File: config.mk
export PLATFORM = sky130hd
export DESIGN_NAME = cnt_core
export DESIGN_NICKNAME = d
export VERILOG_FILES = /design/src/rtl/cnt_core.sv
export SDC_FILE = /design/constraint.sdc
export NUM_CORES = 1
export LEC_CHECK = 0
export ABC_AREA = 1
export CAP_MARGIN = 20
export CORE_MARGIN = 2
export CORE_UTILIZATION = 45
export CTS_CLUSTER_DIAMETER = 40
export DETAILED_ROUTE_END_ITERATION = 6
export PLACE_DENSITY = 0.84
export SYNTH_ARGS = -nofsm -noshare
export SYNTH_HDL_FRONTEND = slang
export SYNTH_SLANG_ARGS = --single-unit
export TNS_END_PERCENT = 30
File: constraint.sdc
create_clock -name clk_i -period 1.45 [get_ports clk_i]
set_input_delay 0.145 -clock clk_i [delete_from_list [all_inputs] [get_ports clk_i]]
set_output_delay 0.145 -clock clk_i [all_outputs]
set_load 0.1 [all_outputs]
File: src/rtl/cnt_core.sv
// Enable-gated up-counter with programmable terminal count, one-shot or
// auto-reload behaviour, and registered tc/busy status outputs.
module cnt_core #(
  parameter int unsigned W = 32
) (
  input  logic         clk_i,
  input  logic         rst_ni,
  input  logic         cnt_en_i,
  input  logic         cnt_clr_i,
  input  logic [W-1:0] cnt_thr_i,
  input  logic         cnt_autoreload_i,
  output logic [W-1:0] cnt_val_o,
  output logic         cnt_tc_o,
  output logic         cnt_busy_o
);

  typedef enum logic [1:0] {
    ST_IDLE = 2'd0,
    ST_RUN  = 2'd1,
    ST_HALT = 2'd2
  } state_e;

  state_e         state_q, state_d;
  logic [W-1:0]   val_q, val_d;
  logic           tc_q, tc_d;
  logic           busy_q, busy_d;

  // State and output registers; reset wipes any pending tc pulse.
  always_ff @(posedge clk_i or negedge rst_ni) begin
    if (!rst_ni) begin
      state_q <= ST_IDLE;
      val_q   <= '0;
      tc_q    <= 1'b0;
      busy_q  <= 1'b0;
    end else begin
      state_q <= state_d;
      val_q   <= val_d;
      tc_q    <= tc_d;
      busy_q  <= busy_d;
    end
  end

  // Next-state: clear wins, HALT absorbs, compare is against the current value
  // so a lowered threshold simply waits for the wrap to come back around.
  always_comb begin
    state_d = state_q;
    val_d   = val_q;
    tc_d    = 1'b0;

    if (cnt_clr_i) begin
      state_d = ST_IDLE;
      val_d   = '0;
    end else if (cnt_en_i && (state_q != ST_HALT)) begin
      if (val_q == cnt_thr_i) begin
        tc_d = 1'b1;
        if (cnt_autoreload_i) begin
          val_d   = '0;
          state_d = ST_RUN;
        end else begin
          state_d = ST_HALT;
        end
      end else begin
        val_d   = val_q + W'(1);
        state_d = ST_RUN;
      end
    end

    busy_d = (state_d == ST_RUN);
  end

  assign cnt_val_o  = val_q;
  assign cnt_tc_o   = tc_q;
  assign cnt_busy_o = busy_q;

endmodule
==> reports/qor.yml, run 1 <==
synth.avg_cell_area_um2: 7.38
p_comb_share_pct: 22.1
antenna_found_initial: 0
ys_area_um2: 2780
r2r_cells: 8
ys_cells: 376
skew_ps: 9.37
routed_wl_mm: 11.1
cp.arrival_ps: 2090
r2r-start: "cnt_val_o[8]"
fp.dieArea_um2: 6810
place.gp.congestion: 0.900
h-tree-depth: 2
first_global_vias: 3393
grt.total_usage_pct: 31.4
rsz0062_at_grt: "true"
core_um2: 5960
synth_cell_types: 23
p_sw_w: 0.000680
r2r_slack_ps: -470
aoi_share_pct: 8.93
xor_share_pct: 16.1
syn-num-nets: 414
grt_first_pass_wirelength_mm: 15.9
synthAdderAreaFrac_pct: 0.451
ys_sh_simple_pct: 32.7
async_flop_share_pct: 100
power_density_nw_per_um2: 462
crit_type: "register to register"
min_path_type: "input pin to asynchronous set/reset pin"
post-place-cells: 605
yosys_warnings: 0
startpoint: "cnt_val_o[8]"
netlist_instances: 376
maxSlewViolCount: 0
cp.required_ps: 1620
clkTransAtPathRegs_ps: 80
antenna_left: 0
p_leak_nw: 2.11
ys_seq_share_pct: 32.5
status: "finished, violations left"
cap_violations: 0
vias: 3341
ff_type: "dfrtp_1"
synth_top_area_share_pct: 32.5
cp_max_fo: 7
ir_drop_uv: 518
mux_share_pct: 0
fmax_mhz: 521
ios: 71
violations: "setup timing"
drcViolationCount: 0
finalHoldViolations: 0
num-fill-cells: 293
die_x_um: 82.5
clock_latency_ps: 300
ctsRootBufferMaster: "clkbuf_8"
post-place-ws_ps: -551
p_seq_share_pct: 44.3
slew_headroom_pct: 73.2
viasPerCell: 5.41
synth.logic.top_family: "simple AND/OR/NAND/NOR gates"
fin_ws_ps: -471
top_cell: "nand2_1"
fin_nets: 579
cp-endpoint: "cnt_val_o[28]"
cts_tree: "done"
area_growth_pct: 81.6
grt_max_degree: 37
cts_buffer_depth: 2
die_h_um: 82.5
period_needed_ps: 1920
setup_violations: 36
period_used_pct: 132
clock_sinks: 36
p_clk_share_pct: 33.7
edf_count: 0
dpl.hpwl_mm: 7.59
n_antenna_cell: 0
r2r-end: "cnt_val_o[28]"
drive_above_1_share_pct: 48.9
warnings: 29
overflow: 0
avgRoutedWirePerCell_um: 18.0
dr.pass1.iters: 5
synth_flops: 36
stdcell_count: 617
fp_util_pct: 46.6
intPower_w: 0.00165
syn_area_um2: 2780
yosys.area.top_type: "dfrtp_1"
switching_share_pct: 29.2
ctsHoldBuffers: 0
area_leaders: "dfrtp_1 (32%), nand2_1 (17%), xnor2_1 (8.5%)"
worstSetupEndpointType: "register"
rows: 28
cts_made_buffers: 5
cp-start-kind: "register"
numPortBuffers: 70
drt_iter0_markers: 324
worst_slew_pin_slew_ps: 401
top_cells_by_count: "nand2_1 (128), dfrtp_1 (36), inv_1 (34), nor2_1 (34), xnor2_1 (27)"
run 1: cell type report:
cell class / count / area [µm²] / share of cell area (%)
Clock buffer: 6 / 82.6 / 1.64
Clock inverter: 2 / 10.0 / 0.199
Inverter: 39 / 146 / 2.91
Multi-Input combinational cell: 292 / 1860 / 37.0
Sequential cell: 36 / 958 / 19.0
Tap cell: 75 / 93.8 / 1.86
Timing Repair Buffer: 167 / 1890 / 37.4
run 1: power groups by stage:
stage	Clock, W	Combinational, W	Sequential, W
finish	0.000784	0.000514	0.00103
global route	0.000829	0.000541	0.00103
CTS	0.000762	0.000465	0.00103
detailed placement	0	0.000449	0.00105
global placement	0	0.000429	0.00105
floorplan	0	0.000145	0.00110
run 1: per-stage QoR:
| stage | instance area [µm²] | total power (W) | setup TNS (ps) | util (%) | hold WS [ps] |
|---|---|---|---|---|---|
| detailed placement | 4650 | 0.00150 | -18500 | 78.1 | 513 |
| floorplan | 2860 | 0.00125 | -11590 | - | -151 |
| finish | 5040 | 0.00233 | -13140 | 84.6 | 221 |
| global placement | 4650 | 0.00148 | -15120 | 78.1 | 503 |
| global route | 5040 | 0.00240 | -15050 | 84.6 | 235 |
| CTS | 4860 | 0.00226 | -8680 | 81.6 | 237 |
run 1: worst min-delay path by stage:
stage | from | to | slack (ps) | depth (start not counted)
global route | rst_ni | cnt_busy_o | 230 | 2
CTS | rst_ni | cnt_busy_o | 240 | 2
global placement | cnt_val_o[17] | cnt_val_o[17] | 500 | 2
detailed placement | cnt_val_o[17] | cnt_val_o[17] | 510 | 2
floorplan | rst_ni | cnt_busy_o | -150 | 0
finish | rst_ni | cnt_val_o[30] | 220 | 2
run 1: registers in the layout, indices dropped and copies added (netlist names):
| signal | flops |
|---|---|
| cnt_val_o | 32 |
| state_q | 2 |
| cnt_busy_o | 1 |
| cnt_tc_o | 1 |
run 1: metal layers:
metal,track usage (%),vias up,share of wire (%)
met5,0,-,0
met4,17.2,0,7.0
met3,4.24,78,6.8
met2,55.8,203,50
met1,36.3,1571,36
li1,-,1489,-
run 1: critical path, cell delays in order, from the launching register on:
cell	delay (ps)
dfrtp_4	430
buf_4	180
nand2_1	160
nor2_1	280
nand4_1	180
nor2_1	130
nand2_1	90
xor2_1	240
o21ai_2	110
run 1: placed cells by master, fill, tap and decap left out:
master / n
nand2_4: 3
nor3b_1: 1
a21oi_1: 2
xor2_1: 24
o21ai_2: 23
nand2_2: 25
nor2_1: 25
nand2_8: 1
nor3_2: 7
nand4_1: 3
o21ai_1: 8
nor2_2: 7
inv_1: 33
xnor2_1: 18
nor3_1: 7
inv_2: 6
xnor2_2: 9
nand2_1: 105
clkbuf_16: 2
nand3_1: 10
dfrtp_1: 4
nand3_4: 1
clkbuf_8: 6
buf_4: 85
clkinv_2: 2
nor2_4: 8
buf_6: 5
dfrtp_4: 7
dfrtp_2: 25
nand3_2: 2
nor3_4: 2
clkdlybuf4s50_1: 36
buf_12: 39
ha_1: 1
run 1: repair_timing:
| item | 4_1_cts | 5_1_grt |
|---|---|---|
| resized | 23 | 39 |
| pin swaps | 5 | 9 |
| setup buffers | 1 | 0 |
| setup endpoints to repair | 36 | 36 |
| gates cloned | 1 | 2 |
Run 1, sequential cells coloured by netlist name:
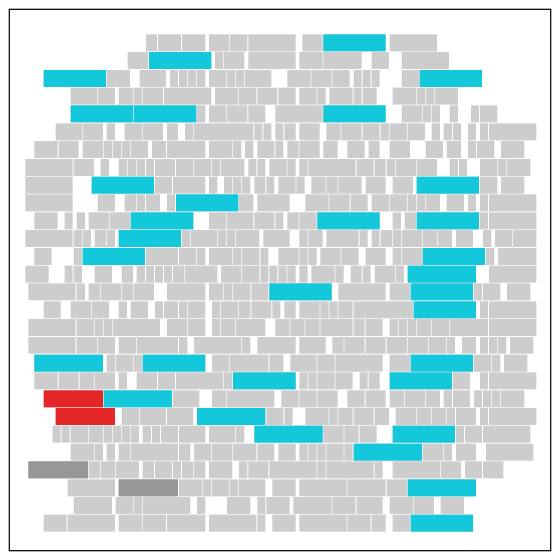
red -> state_q  # sequential cells 2
cyan -> cnt_val_o  # sequential cells 32, where spread over the die

Run 1, routing congestion:
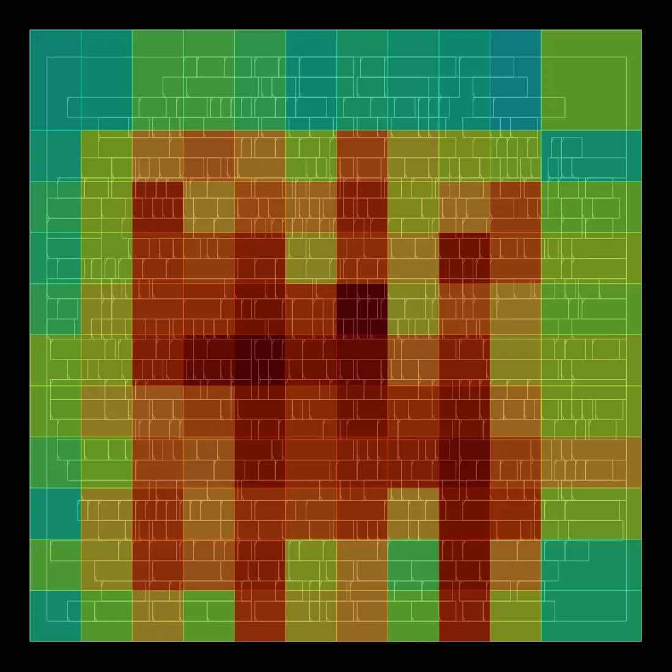
met1 usage in global routing: 36.3%
GR Util met3: 4.24%
GR peak layer: met2

Run 1, M2 wires:
Cells faint in the background.
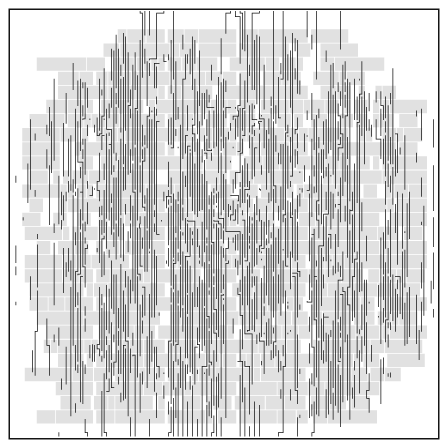
longest straight run = 38.1 µm
nets with wire on the layer = 519
wire length on this layer = 5530 µm
main direction = vertical

--- run 2 (diff from run 1) ---
--- a/config.mk
+++ b/config.mk
@@ -9,8 +9,8 @@
 export CAP_MARGIN = 20
 export CORE_MARGIN = 2
-export CORE_UTILIZATION = 45
+export CORE_UTILIZATION = 50
 export CTS_CLUSTER_DIAMETER = 40
 export DETAILED_ROUTE_END_ITERATION = 6
-export PLACE_DENSITY = 0.84
+export PLACE_DENSITY = 0.88
 export SYNTH_ARGS = -nofsm -noshare
 export SYNTH_HDL_FRONTEND = slang
==> constraint.sdc (replaced) <==
create_clock -name clk_i -period 2.1 [get_ports clk_i]
set_input_delay 0.21 -clock clk_i [delete_from_list [all_inputs] [get_ports clk_i]]
set_output_delay 0.21 -clock clk_i [all_outputs]
set_load 0.01 [all_outputs]
Run 2, sequential cells coloured by netlist name:
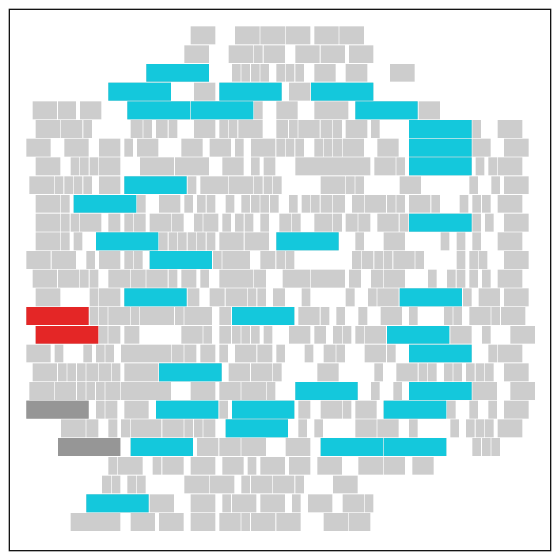
seq pwr: 0.000710 W
fin util: 67.0%

==> run 2 against run 1 <==
The run now ends clean; fmax is 0.99% higher; die area is 9.5% lower; non-clock buffer count fell by 93; synthesized area stayed put.
==> reports/qor.yml, run 2 <==
largest_reg_flops: 32  # unchanged
synth_top_area_share_pct: 32.5  # unchanged
cp.required_ps: 2300  # was 1620 ps
n_antenna_cell: 0  # unchanged
p_leak_nw: 1.39  # was 2.11 nW
clock_sinks: 36  # unchanged
lay_top_count: "nand2_1"  # unchanged
cp-start-kind: "register"  # unchanged
avgRoutedWirePerCell_um: 13.5  # was 18.0 µm
cts_made_buffers: 5  # unchanged
dr.pass1.iters: 4  # was 5
overflow: 0  # unchanged
grt_first_pass_wirelength_mm: 11.5  # was 15.9 mm
fp.dieArea_um2: 6160  # was 6810 µm²
ys_seq_share_pct: 32.5  # unchanged
yosys.area.top_type: "dfrtp_1"  # unchanged
final_cell_mix: "nand2_1 (128), clkdlybuf4s50_1 (70), dfrtp_1 (36), nor2_1 (34), inv_1 (34)"  # was nand2_1 (105), buf_4 (85), buf_12 (39), clkdlybuf4s50_1 (36), inv_1 (33)
cp-endpoint: "cnt_val_o[0]"  # was cnt_val_o[28]
synth_cell_types: 23  # unchanged
antenna_found_initial: 0  # unchanged
fmax_mhz: 526  # was 521 MHz
die_h_um: 78.5  # was 82.5 µm
min_path_type: "input pin to asynchronous set/reset pin"  # unchanged
top_cells_by_count: "nand2_1 (128), dfrtp_1 (36), inv_1 (34), nor2_1 (34), xnor2_1 (27)"  # unchanged
vias: 2647  # was 3341
cpLargestDelayFamily: "simple AND/OR/NAND/NOR gates"  # unchanged
post-place-cells: 512  # was 605
crit_top_cell: "nand2_1"
worstPathCellList: "inv_1, nand2_1, nand2_1, nand2_1, nor2_1, nand2_1, nor2_2, nand3_2, nand2_8, nand2_1, o21ai_0"  # was buf_4, nand2_1, nor2_1, nand4_1, nor2_1, nand2_1, xor2_1, o21ai_2
crit_type: "register to register"  # unchanged
grt.total_usage_pct: 23.9  # was 31.4%
worst_slew_pin_slew_ps: 470  # was 401 ps
rows: 27  # was 28
hold_slack_ps: 333  # was 221 ps
use_met3_pct: 3.33  # was 4.24%
cp_num_buf_inv: 1  # unchanged
die_x_um: 78.5  # was 82.5 µm
slew_headroom_pct: 68.7  # was 73.2%
viasPerCell: 5.09  # was 5.41
ys_cells: 376  # unchanged
grt_use_met2_pct: 42.3  # was 55.8%
place.gp.congestion: 0.984  # was 0.900
maxSlewViolCount: 0  # unchanged
cts_setup_buffers: 0  # was 1
core_um2: 5440  # was 5960 µm²
dpl.hpwl_mm: 5.42  # was 7.59 mm
cp.arrival_ps: 2100  # was 2090 ps
worstSetupEndpointType: "register"  # unchanged
finalHoldViolations: 0  # unchanged
fin_area_um2: 3640  # was 5040 µm²
routed_wl_mm: 7.05  # was 11.1 mm
power_density_nw_per_um2: 438  # was 462 nW/µm²
edf_count: 0  # unchanged
num-fill-cells: 441  # was 293
skew_ps: 12.0  # was 9.37 ps
cts_buffer_depth: 2  # unchanged
grt_max_degree: 37  # unchanged
ir_drop_uv: 409  # was 518 µV
ctsHoldBuffers: 0  # unchanged
area_growth_pct: 31.3  # was 81.6%
ctsRootBufferMaster: "clkbuf_8"  # unchanged
antenna_left: 0  # unchanged
drcViolationCount: 0  # unchanged
r2r_slack_ps: 200  # was -470 ps
top_usage_layer: "met2"  # unchanged
cpPeakStageDelay_ps: 430  # about the same
drt_iter0_markers: 162  # was 324
async_flop_share_pct: 100  # unchanged
yosys_warnings: 0  # unchanged
first_global_vias: 2563  # was 3393
fp_util_pct: 51.0  # was 46.6%
met1_usage_pct: 28.7  # was 36.3%
startpoint: "cnt_val_o[13]"  # was cnt_val_o[8]
cts_tree: "done"  # unchanged
top_cell: "nand2_1"  # unchanged
numPortBuffers: 70  # unchanged
clock_latency_ps: 300  # about the same
synth.avg_cell_area_um2: 7.38  # unchanged
syn_area_um2: 2780  # unchanged
r2r-start: "cnt_val_o[13]"  # was cnt_val_o[8]
area.sequential_um2: 901  # was 958 µm²
warnings: 26  # was 29
syn-num-nets: 414  # unchanged
comb_area_um2: 1620  # was 1860 µm²
period_used_pct: 90.6  # was 132%
period_needed_ps: 1900  # was 1920 ps
slowest_stage: "dfrtp_1"  # was dfrtp_4
critical_path_cell_count: 11  # was 8
clkTransAtPathRegs_ps: 70  # was 80 ps
ys_area_um2: 2780  # unchanged
status: "complete, no violations"  # was finished, violations left
ff_type: "dfrtp_1"  # unchanged
stdcell_count: 520  # was 617
fin_nets: 485  # was 579
r2r-end: "cnt_val_o[0]"  # was cnt_val_o[28]
cap_violations: 0  # unchanged
r2r_cells: 11  # was 8
area_leaders: "dfrtp_1 (32%), nand2_1 (17%), xnor2_1 (8.5%)"  # unchanged
drive_above_1_share_pct: 12.7  # was 48.9%
Run 2, selected gate families:
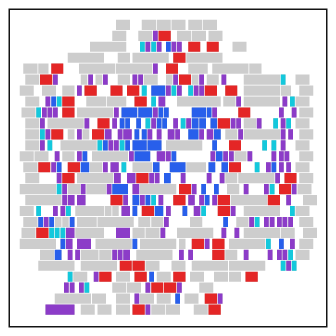
purple -> NAND gates  # cells 149, most used nand2_1
blue -> NOR gates  # cells 57, most used nor2_1
cyan -> inverters  # cells 39, most used inv_1
red -> XOR/XNOR gates  # cells 51, most used xnor2_1

run 2: worst reg2reg max path: stages, from the launching register on:
cell	delay (ps)
dfrtp_1	430
inv_1	140
nand2_1	70
nand2_1	60
nand2_1	50
nor2_1	170
nand2_1	90
nor2_2	210
nand3_2	180
nand2_8	220
nand2_1	100
o21ai_0	100
run 2: what timing repair did:
| item | CTS | global route |
|---|---|---|
| gates resized | 0 | 1 |
| setup endpoints to repair | 0 | 16 |
| hold endpoints to repair | 0 | 0 |
run 2: layout make-up:
type | instances | area share [%]
Multi-Input combinational cell | 291 | 44.6
Timing Repair Buffer | 74 | 20.7
Tap cell | 72 | 2.47
Sequential cell | 36 | 24.7
Clock inverter | 1 | 0.824
Inverter | 39 | 4.02
Clock buffer | 7 | 2.64
run 2: logic make-up (layout without fill, tap and decap cells):
group	Yosys count	count (layout)	share of synthesized area [%]
AND/OR/NAND/NOR	206	206	32.7
buffers and inverters	49	121	9.33
flip-flops	36	36	32.5
adder cells (fa/ha/maj)	1	1	0.451
XOR/XNOR	51	51	16.1
AND-OR/OR-AND	33	33	8.93
run 2: where the power goes:
group	internal (W)	switching [W]
Sequential	0.000700	0.00000933
Combinational	0.000112	0.0000994
Clock	0.000419	0.000255
Total	0.00123	0.000364
run 2: worst min path at each step:
stage	start	slack, ps	endpoint
floorplan	rst_ni	-90	cnt_busy_o
global placement	state_q[0]	560	state_q[0]
detailed placement	cnt_val_o[12]	570	cnt_val_o[12]
CTS	rst_ni	350	cnt_val_o[30]
global route	rst_ni	400	cnt_val_o[17]
finish	rst_ni	330	cnt_val_o[17]
run 2: stage by stage:
step	setup slack, ps	power, W	TNS [ps]	util (%)
6_report	198	0.00160	0	67.0
5_1_grt	-4.90	0.00165	-4.90	67.0
4_1_cts	132	0.00160	0	66.8
3_5_place_dp	36.6	0.000933	0	64.5
3_3_place_gp	143	0.000925	0	64.5
2_1_floorplan	520	0.000819	0	-
run 2: metal layers:
layer	wire length [µm]	share of wire (%)
met1	2990	42
met2	3590	51
met3	329	4.7
met4	142	2.0
met5	0	0
--- run 3 (diff from run 2) ---
==> constraint.sdc (replaced) <==
create_clock -name clk_i -period 2.1 [get_ports clk_i]
set_input_delay 0.63 -clock clk_i [delete_from_list [all_inputs] [get_ports clk_i]]
set_output_delay 0.63 -clock clk_i [all_outputs]
set_load 0.01 [all_outputs]
Run 3, met3 routing:
Bar = 20 µm.
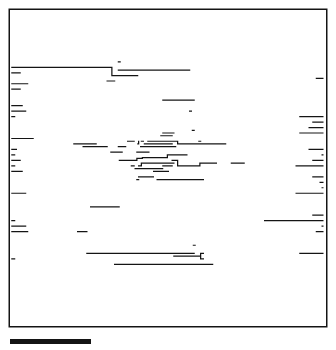
main direction = horizontal
wire length on this layer = 374 µm
longest straight run = 26.7 µm

==> run 3 against run 2 <==
Highest routed layer unchanged; the flow now finishes with violations (DRC); sequential cell count unchanged; die area unchanged; count of clock-buffer cells in the layout down 1; worst setup slack worse by 140 ps; utilization up 4.3 points; power down 1.9%; worst hold slack better by 250 ps; global-route usage up 0.43 points; design area up 6.5%; register-to-register slack better by 40 ps; critical path depth unchanged; fmax down 6.6%.
==> reports/qor.yml, run 3 <==
status: "finished, violations left"  # was complete, no violations
violations: "DRC"
vias: 2685  # was 2647
warnings: 26  # unchanged
fmax_mhz: 491  # was 526 MHz
worst_slew_pin_slew_ps: 462  # was 470 ps
cp.required_ps: 2310  # was 2300 ps
setup_violations: 0  # unchanged
fin_ws_ps: 62.6  # was 198 ps
cts_buffer_depth: 2  # unchanged
maxSlewViolCount: 0  # unchanged
num-fill-cells: 438  # was 441
yosys.area.top_type: "dfrtp_1"  # unchanged
cpLargestDelayFamily: "simple AND/OR/NAND/NOR gates"  # unchanged
antenna_found_initial: 0  # unchanged
fin_nets: 493  # was 485
holdPathEnd: "cnt_val_o[13]"
n_antenna_cell: 0  # unchanged
synth_cell_types: 23  # unchanged
ctsRootBufferMaster: "clkbuf_8"  # unchanged
p_clk_share_pct: 39.3  # was 42.3%
ctsHoldBuffers: 0  # unchanged
first_global_vias: 2558  # was 2563
viasPerCell: 5.09  # about the same
min_path_type: "register to register"  # was input pin to asynchronous set/reset pin
overflow: 0  # unchanged
worstSetupEndpointType: "register"  # unchanged
cp_max_fo: 5  # was 32
p_leak_nw: 1.72  # was 1.39 nW
p_sw_w: 0.000385  # was 0.000364 W
ys_area_um2: 2780  # unchanged
p_comb_share_pct: 15.4  # was 13.3%
crit_top_cell: "nand2_1"  # unchanged
cp_num_buf_inv: 2  # was 1
top_cells_by_count: "nand2_1 (128), dfrtp_1 (36), inv_1 (34), nor2_1 (34), xnor2_1 (27)"  # unchanged
ios: 71  # unchanged
r2r_cells: 12  # was 11
async_flop_share_pct: 100  # unchanged
cts_tree: "done"  # unchanged
die_h_um: 78.5  # unchanged
post-place-cells: 516  # was 512
clock_latency_ps: 290  # was 300 ps
antenna_left: 0  # unchanged
syn-num-nets: 414  # unchanged
die_x_um: 78.5  # unchanged
core_um2: 5440  # unchanged
cap_violations: 0  # unchanged
synth_flops: 36  # unchanged
place.gp.congestion: 0.954  # was 0.984
fp_util_pct: 51.0  # unchanged
grt.total_usage_pct: 24.3  # was 23.9%
critical_path_cell_count: 11  # unchanged
yosys_warnings: 0  # unchanged
top_cell: "nand2_1"  # unchanged
largest_reg_flops: 32  # unchanged
h-tree-depth: 2  # unchanged
fp.dieArea_um2: 6160  # unchanged
numPortBuffers: 70  # unchanged
finalHoldViolations: 0  # unchanged
r2r-end: "cnt_val_o[6]"  # was cnt_val_o[0]
clkTransAtPathRegs_ps: 70  # about the same
cp.arrival_ps: 2240  # was 2100 ps
routed_wl_mm: 7.63  # was 7.05 mm
grt_max_degree: 37  # unchanged
synth.avg_cell_area_um2: 7.38  # unchanged
cp-start-kind: "input pin"  # was register
crit_type: "input pin to register"  # was register to register
final_cell_mix: "nand2_1 (123), clkdlybuf4s50_1 (41), inv_1 (34), dfrtp_1 (33)"  # was nand2_1 (128), clkdlybuf4s50_1 (70), dfrtp_1 (36), nor2_1 (34), inv_1 (34)
syn_area_um2: 2780  # unchanged
r2r_slack_ps: 240  # was 200 ps
ys_seq_share_pct: 32.5  # unchanged
grt_first_pass_wirelength_mm: 11.7  # was 11.5 mm
power_density_nw_per_um2: 404  # was 438 nW/µm²
drcViolationCount: 2  # was 0
cpPeakStageDelay_ps: 480  # was 430 ps
hold_depth: 2
intPower_w: 0.00118  # was 0.00123 W
r2r-start: "cnt_val_o[13]"  # unchanged
netlist_instances: 376  # unchanged
area_leaders: "dfrtp_1 (32%), nand2_1 (17%), xnor2_1 (8.5%)"  # unchanged
ys_cells: 376  # unchanged
edf_count: 0  # unchanged
synth_top_area_share_pct: 32.5  # unchanged
dr.pass1.iters: 7  # was 4
switching_share_pct: 24.6  # was 22.8%
setup-tns-final_ps: 0  # unchanged
worstHoldStart: "cnt_val_o[13]"
rows: 27  # unchanged
area_growth_pct: 39.8  # was 31.3%
dpl.hpwl_mm: 5.56  # was 5.42 mm
lay_top_count: "nand2_1"  # unchanged
period_used_pct: 97.0  # was 90.6%
clock_sinks: 36  # unchanged
Run 3, routing congestion:
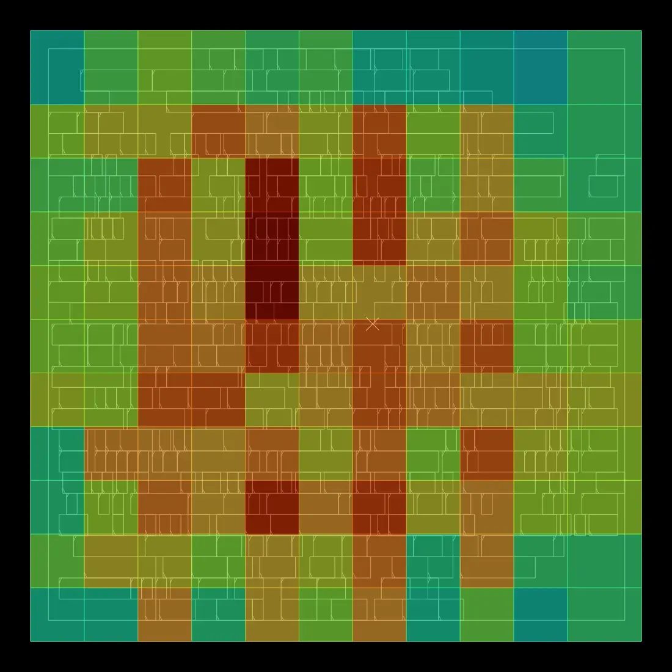
met1 usage in global routing: 31.8%
Routed WL per cell: 14.5 µm
fin util: 71.3%
M2 GR Usage: 42.6%

-- run 3: cells by family after synthesis --
group | Yosys count | synth area share, %
adders and majority gates | 1 | 0.451
and+or+nand+nor | 206 | 32.7
buffers and inverters | 49 | 9.33
xor gates and xnor gates | 51 | 16.1
AOI/OAI and AO/OA | 33 | 8.93
DFF | 36 | 32.5
-- run 3: routing by layer --
layer	global-route usage (%)	routed length, µm
met4	6.49	148
met2	42.6	3810
met3	2.53	373
met1	31.8	3300
met5	0	0
-- run 3: repair_timing --
action                                  in CTS  in global routing
endpoints found under the setup margin       1                 34
buffers inserted                             0                  1
pin swaps                                    0                 45
endpoints found under the hold margin        0                  0
resized                                      1                 47
gates cloned                                 0                  3
-- run 3: worst max path at each step --
stage / to
after floorplan: cnt_val_o[26]
after global placement: cnt_val_o[26]
after detailed placement: cnt_val_o[0]
after CTS: cnt_val_o[3]
after global routing: cnt_val_o[6]
final: cnt_val_o[6]
-- run 3: cell type report --
type                            count  area, µm²  share of cell area (%)
Clock buffer                        6       72.6                    1.87
Clock inverter                      2       35.0                   0.903
Inverter                           39        146                    3.77
Multi-Input combinational cell    291       1670                    42.9
Sequential cell                    36        905                    23.3
Tap cell                           72       90.1                    2.32
Timing Repair Buffer               82        966                    24.9
-- run 3: per-stage QoR --
step | hold WS (ps) | instance area [µm²] | total power [W]
2_1_floorplan | 334 | 2780 | 0.000819
3_3_place_gp | 559 | 3560 | 0.000936
6_report | 581 | 3880 | 0.00157
4_1_cts | 584 | 3680 | 0.00155
3_5_place_dp | 565 | 3560 | 0.000945
5_1_grt | 599 | 3880 | 0.00162
-- run 3: power by group through the flow --
stage          Combinational (W)  Clock, W  Sequential, W
2_1_floorplan          0.0000962         0       0.000723
3_3_place_gp            0.000214         0       0.000722
3_5_place_dp            0.000222         0       0.000723
4_1_cts                 0.000223  0.000620       0.000709
5_1_grt                 0.000264  0.000650       0.000710
6_report                0.000241  0.000616       0.000709
-- run 3: worst register-to-register path, delay by kind of cell (launching register included) --
| family | cells | cell delay [ps] |
|---|---|---|
| compound gates | 1 | 80 |
| buf+inv | 2 | 330 |
| flops | 1 | 430 |
| simple gates | 9 | 940 |
Power and IR drop assume default switching activity.
